==> src/rtl/regfile_read_arbiter_pkg.sv <==
// Shared definitions for the register-file read arbiter: default widths,
// the x0 address, response-register control states and the tag-width rule.
package regfile_read_arbiter_pkg;

   localparam int unsigned XLEN    = 32;
   localparam int unsigned AW      = 5;
   localparam int unsigned MIN_REQ = 2;
   localparam int unsigned MAX_REQ = 8;

   localparam logic [AW-1:0] REG_ZERO = 5'd0;

   // Response register occupancy
   typedef enum logic {
      EMPTY = 1'b0,
      FULL  = 1'b1
   } rsp_state_e;

   // Response tag must be able to name every requester
   function automatic bit idw_fits(input int unsigned num_req, input int unsigned idw);
      return (64'(1) << idw) >= 64'(num_req);
   endfunction

endpackage

==> src/rtl/regfile_read_arbiter_rr_arbiter.sv <==
// Combinational round-robin pick: first set request searching upward from
// last_grant+1 (mod NUM_REQ).
//   req          in  NUM_REQ  request vector
//   last_grant   in  GW       index granted most recently
//   grant_c      out NUM_REQ  one-hot winner (zero when no request)
//   grant_idx_c  out GW       binary winner index
//   any_c        out 1        at least one request present
module rr_arbiter #(
   parameter int unsigned NUM_REQ = 3,
   parameter int unsigned GW      = 2
) (
   input  logic [NUM_REQ-1:0] req,
   input  logic [GW-1:0]      last_grant,
   output logic [NUM_REQ-1:0] grant_c,
   output logic [GW-1:0]      grant_idx_c,
   output logic               any_c
);
   import regfile_read_arbiter_pkg::*;

   // Priority search rotated to start just past the previous winner
   always_comb begin
      logic [GW-1:0] idx;
      grant_c     = '0;
      grant_idx_c = '0;
      any_c       = 1'b0;
      idx         = '0;
      for (int unsigned off = 1; off <= NUM_REQ; off++) begin
         idx = GW'((32'(last_grant) + off) % NUM_REQ);
         if (!any_c && req[idx]) begin
            any_c        = 1'b1;
            grant_c[idx] = 1'b1;
            grant_idx_c  = idx;
         end
      end
   end

endmodule

==> src/rtl/regfile_read_arbiter.sv <==
// Shares the single register-file read port among NUM_REQ requesters with
// round-robin priority, applies x0/write-back-bypass rules and holds the
// result in a one-entry response register tagged with the winner.
//   clk, rst_n          clock, async active-low reset
//   req_valid/req_addr  per-requester read requests (packed addresses)
//   req_ready           one-hot grant (combinational)
//   rf_sel / rf_data    register-file read select (combinational) and data
//   wr_en/addr/data     same-cycle write-back for bypass
//   rsp_valid/id/data   registered response; rsp_ready accepts it
module regfile_read_arbiter #(
   parameter int unsigned NUM_REQ = 3,
   parameter int unsigned XLEN    = regfile_read_arbiter_pkg::XLEN,
   parameter int unsigned AW      = regfile_read_arbiter_pkg::AW,
   parameter int unsigned IDW     = 3
) (
   input  logic                  clk,
   input  logic                  rst_n,
   input  logic [NUM_REQ-1:0]    req_valid,
   input  logic [NUM_REQ*AW-1:0] req_addr,
   output logic [NUM_REQ-1:0]    req_ready,
   output logic [AW-1:0]         rf_sel,
   input  logic [XLEN-1:0]       rf_data,
   input  logic                  wr_en,
   input  logic [AW-1:0]         wr_addr,
   input  logic [XLEN-1:0]       wr_data,
   output logic                  rsp_valid,
   output logic [IDW-1:0]        rsp_id,
   output logic [XLEN-1:0]       rsp_data,
   input  logic                  rsp_ready
);
   import regfile_read_arbiter_pkg::*;

   localparam int unsigned GW = (NUM_REQ > 1) ? $clog2(NUM_REQ) : 1;

   if (!idw_fits(NUM_REQ, IDW)) begin : g_bad_idw
      $error("IDW too narrow to tag NUM_REQ requesters");
   end
   if (NUM_REQ < MIN_REQ || NUM_REQ > MAX_REQ) begin : g_bad_num_req
      $error("NUM_REQ out of supported range");
   end

   rsp_state_e           state_q, state_d;
   logic [GW-1:0]        last_grant;
   logic [NUM_REQ-1:0]   arb_grant_c;
   logic [GW-1:0]        arb_idx_c;
   logic                 arb_any_c;
   logic                 can_issue_c;
   logic                 issue_c;
   logic [XLEN-1:0]      rd_val_c;

   rr_arbiter #(
      .NUM_REQ (NUM_REQ),
      .GW      (GW)
   ) u_rr_arbiter (
      .req         (req_valid),
      .last_grant  (last_grant),
      .grant_c     (arb_grant_c),
      .grant_idx_c (arb_idx_c),
      .any_c       (arb_any_c)
   );

   assign rsp_valid = (state_q == FULL);

   // Grants are suppressed while reset is asserted so req_ready/rf_sel read zero
   assign can_issue_c = rst_n && (!rsp_valid || rsp_ready);
   assign issue_c     = can_issue_c && arb_any_c;
   assign req_ready   = issue_c ? arb_grant_c : '0;

   // One-hot mux of the winner's address onto the read select
   always_comb begin
      rf_sel = '0;
      for (int i = 0; i < int'(NUM_REQ); i++) begin
         if (req_ready[i]) begin
            rf_sel = rf_sel | req_addr[i*AW +: AW];
         end
      end
   end

   // x0 reads as zero; a same-cycle write-back overrides stale rf_data
   always_comb begin
      rd_val_c = rf_data;
      if (rf_sel == AW'(REG_ZERO)) begin
         rd_val_c = '0;
      end else if (wr_en && (wr_addr == rf_sel)) begin
         rd_val_c = wr_data;
      end
   end

   // Response register occupancy
   always_ff @(posedge clk or negedge rst_n) begin
      if (!rst_n) begin
         state_q <= EMPTY;
      end else begin
         state_q <= state_d;
      end
   end

   always_comb begin
      state_d = state_q;
      unique case (state_q)
         EMPTY: if (issue_c)                state_d = FULL;
         FULL:  if (rsp_ready && !issue_c)  state_d = EMPTY;
         default:                           state_d = EMPTY;
      endcase
   end

   // Payload and priority pointer move only on a grant
   always_ff @(posedge clk or negedge rst_n) begin
      if (!rst_n) begin
         rsp_id     <= '0;
         rsp_data   <= '0;
         last_grant <= GW'(NUM_REQ - 1);
      end else if (issue_c) begin
         rsp_id     <= IDW'(arb_idx_c);
         rsp_data   <= rd_val_c;
         last_grant <= arb_idx_c;
      end
   end

endmodule

==> config.mk <==
export PLATFORM = sky130hd
export DESIGN_NAME = regfile_read_arbiter
export DESIGN_NICKNAME = d
export VERILOG_FILES = /design/src/rtl/regfile_read_arbiter_pkg.sv /design/src/rtl/regfile_read_arbiter_rr_arbiter.sv /design/src/rtl/regfile_read_arbiter.sv
export SDC_FILE = /design/constraint.sdc
export NUM_CORES = 1
export LEC_CHECK = 0
export CORE_UTILIZATION = 40
export CTS_BUF_LIST = sky130_fd_sc_hd__clkbuf_16
export CTS_CLUSTER_SIZE = 8
export DETAILED_ROUTE_END_ITERATION = 12
export GPL_TIMING_DRIVEN = 0
export PLACE_DENSITY = 0.86
export SYNTH_ARGS = -nofsm -noshare
export SYNTH_HDL_FRONTEND = slang
export SYNTH_SLANG_ARGS = --single-unit
==> constraint.sdc <==
create_clock -name clk -period 10.35 [get_ports clk]
set_clock_uncertainty 0.05 [all_clocks]
set_input_delay 2.5875 -clock clk [delete_from_list [all_inputs] [get_ports clk]]
set_output_delay 2.5875 -clock clk [all_outputs]
set_load 0.02 [all_outputs]
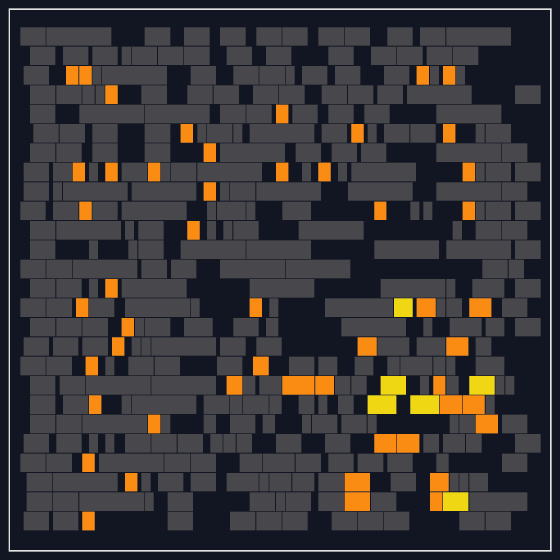
(images/logic_types.png)
Key: yellow = non-inverting ao/oa cells [cells 6]; orange = aoi and oai cells [cells 50, most used o21ai_1, where spread over the die]

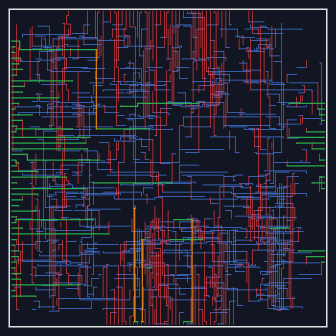
(images/wires.png)
Key: orange = metal 4 [wire length 90.4 um]; green = metal 3 [wire length 436 um]; red = metal 2 [wire length 3,110 um]; blue = metal 1 [wire length 2,320 um]
GRT Total Usage: 21.4%
DR vias: 2,201

==> changes_impl.md <==
## Flow update

- EDFF count, synth: 0
- Register area: 902 um^2
- CP max FO: 5
- # DRC: 0
- H-tree level count: 2
- Largest register FFs: 32
- Top pwr grp: combinational logic
- Worst Path Buf+Inv: 3
- Hold_sp: rsp_data[23]
- Clk power: 0.000137 W
- Max-area cell class: non-clock buffers
- Max-cap violations: 0
- Post-CTS setup buffer count: 0
- NonClk Buf Share: 38.1%
- First-pass GRT wire length: 9230 um
- Combinational Power: 0.000717 W
- Synth Flop Type: dfrtp_1
- Log Warnings: 29
- Post-DR vias/cell: 5.05
- Final min period: 8.11 ns
- Largest net degree at the start of global routing: 39
- Final total power: 0.00111 W
- Layout cells sized above 1: 6.01%
- Final period util: 78.4%
- Final Hold Fails: 0
- Largest area contributor in the netlist: dfrtp_1
- Layout clock area frac: 3.59%
- Crit-path slowest cell: a222oi_1
- Status: finished clean
- Top cells by count: 40 x nand2_1, 35 x dfrtp_1, 34 x mux2i_1, 33 x o21ai_1, 8 x nand3_1
- Remaining global-route overflow: 0
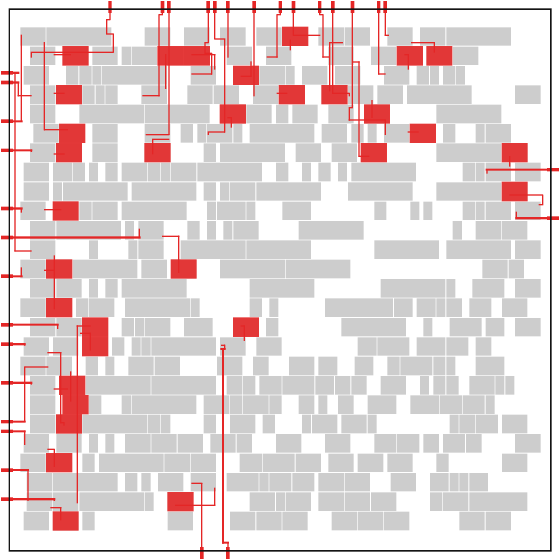
(images/io_fan.png)
Key: red = rf_data [bits 32, direction input, edge 14 top, 14 left, 2 right, 2 bottom, end cells 32, buffers 32, wire 515 um]

No activity file was given, so power comes from the tool's default toggle rates.
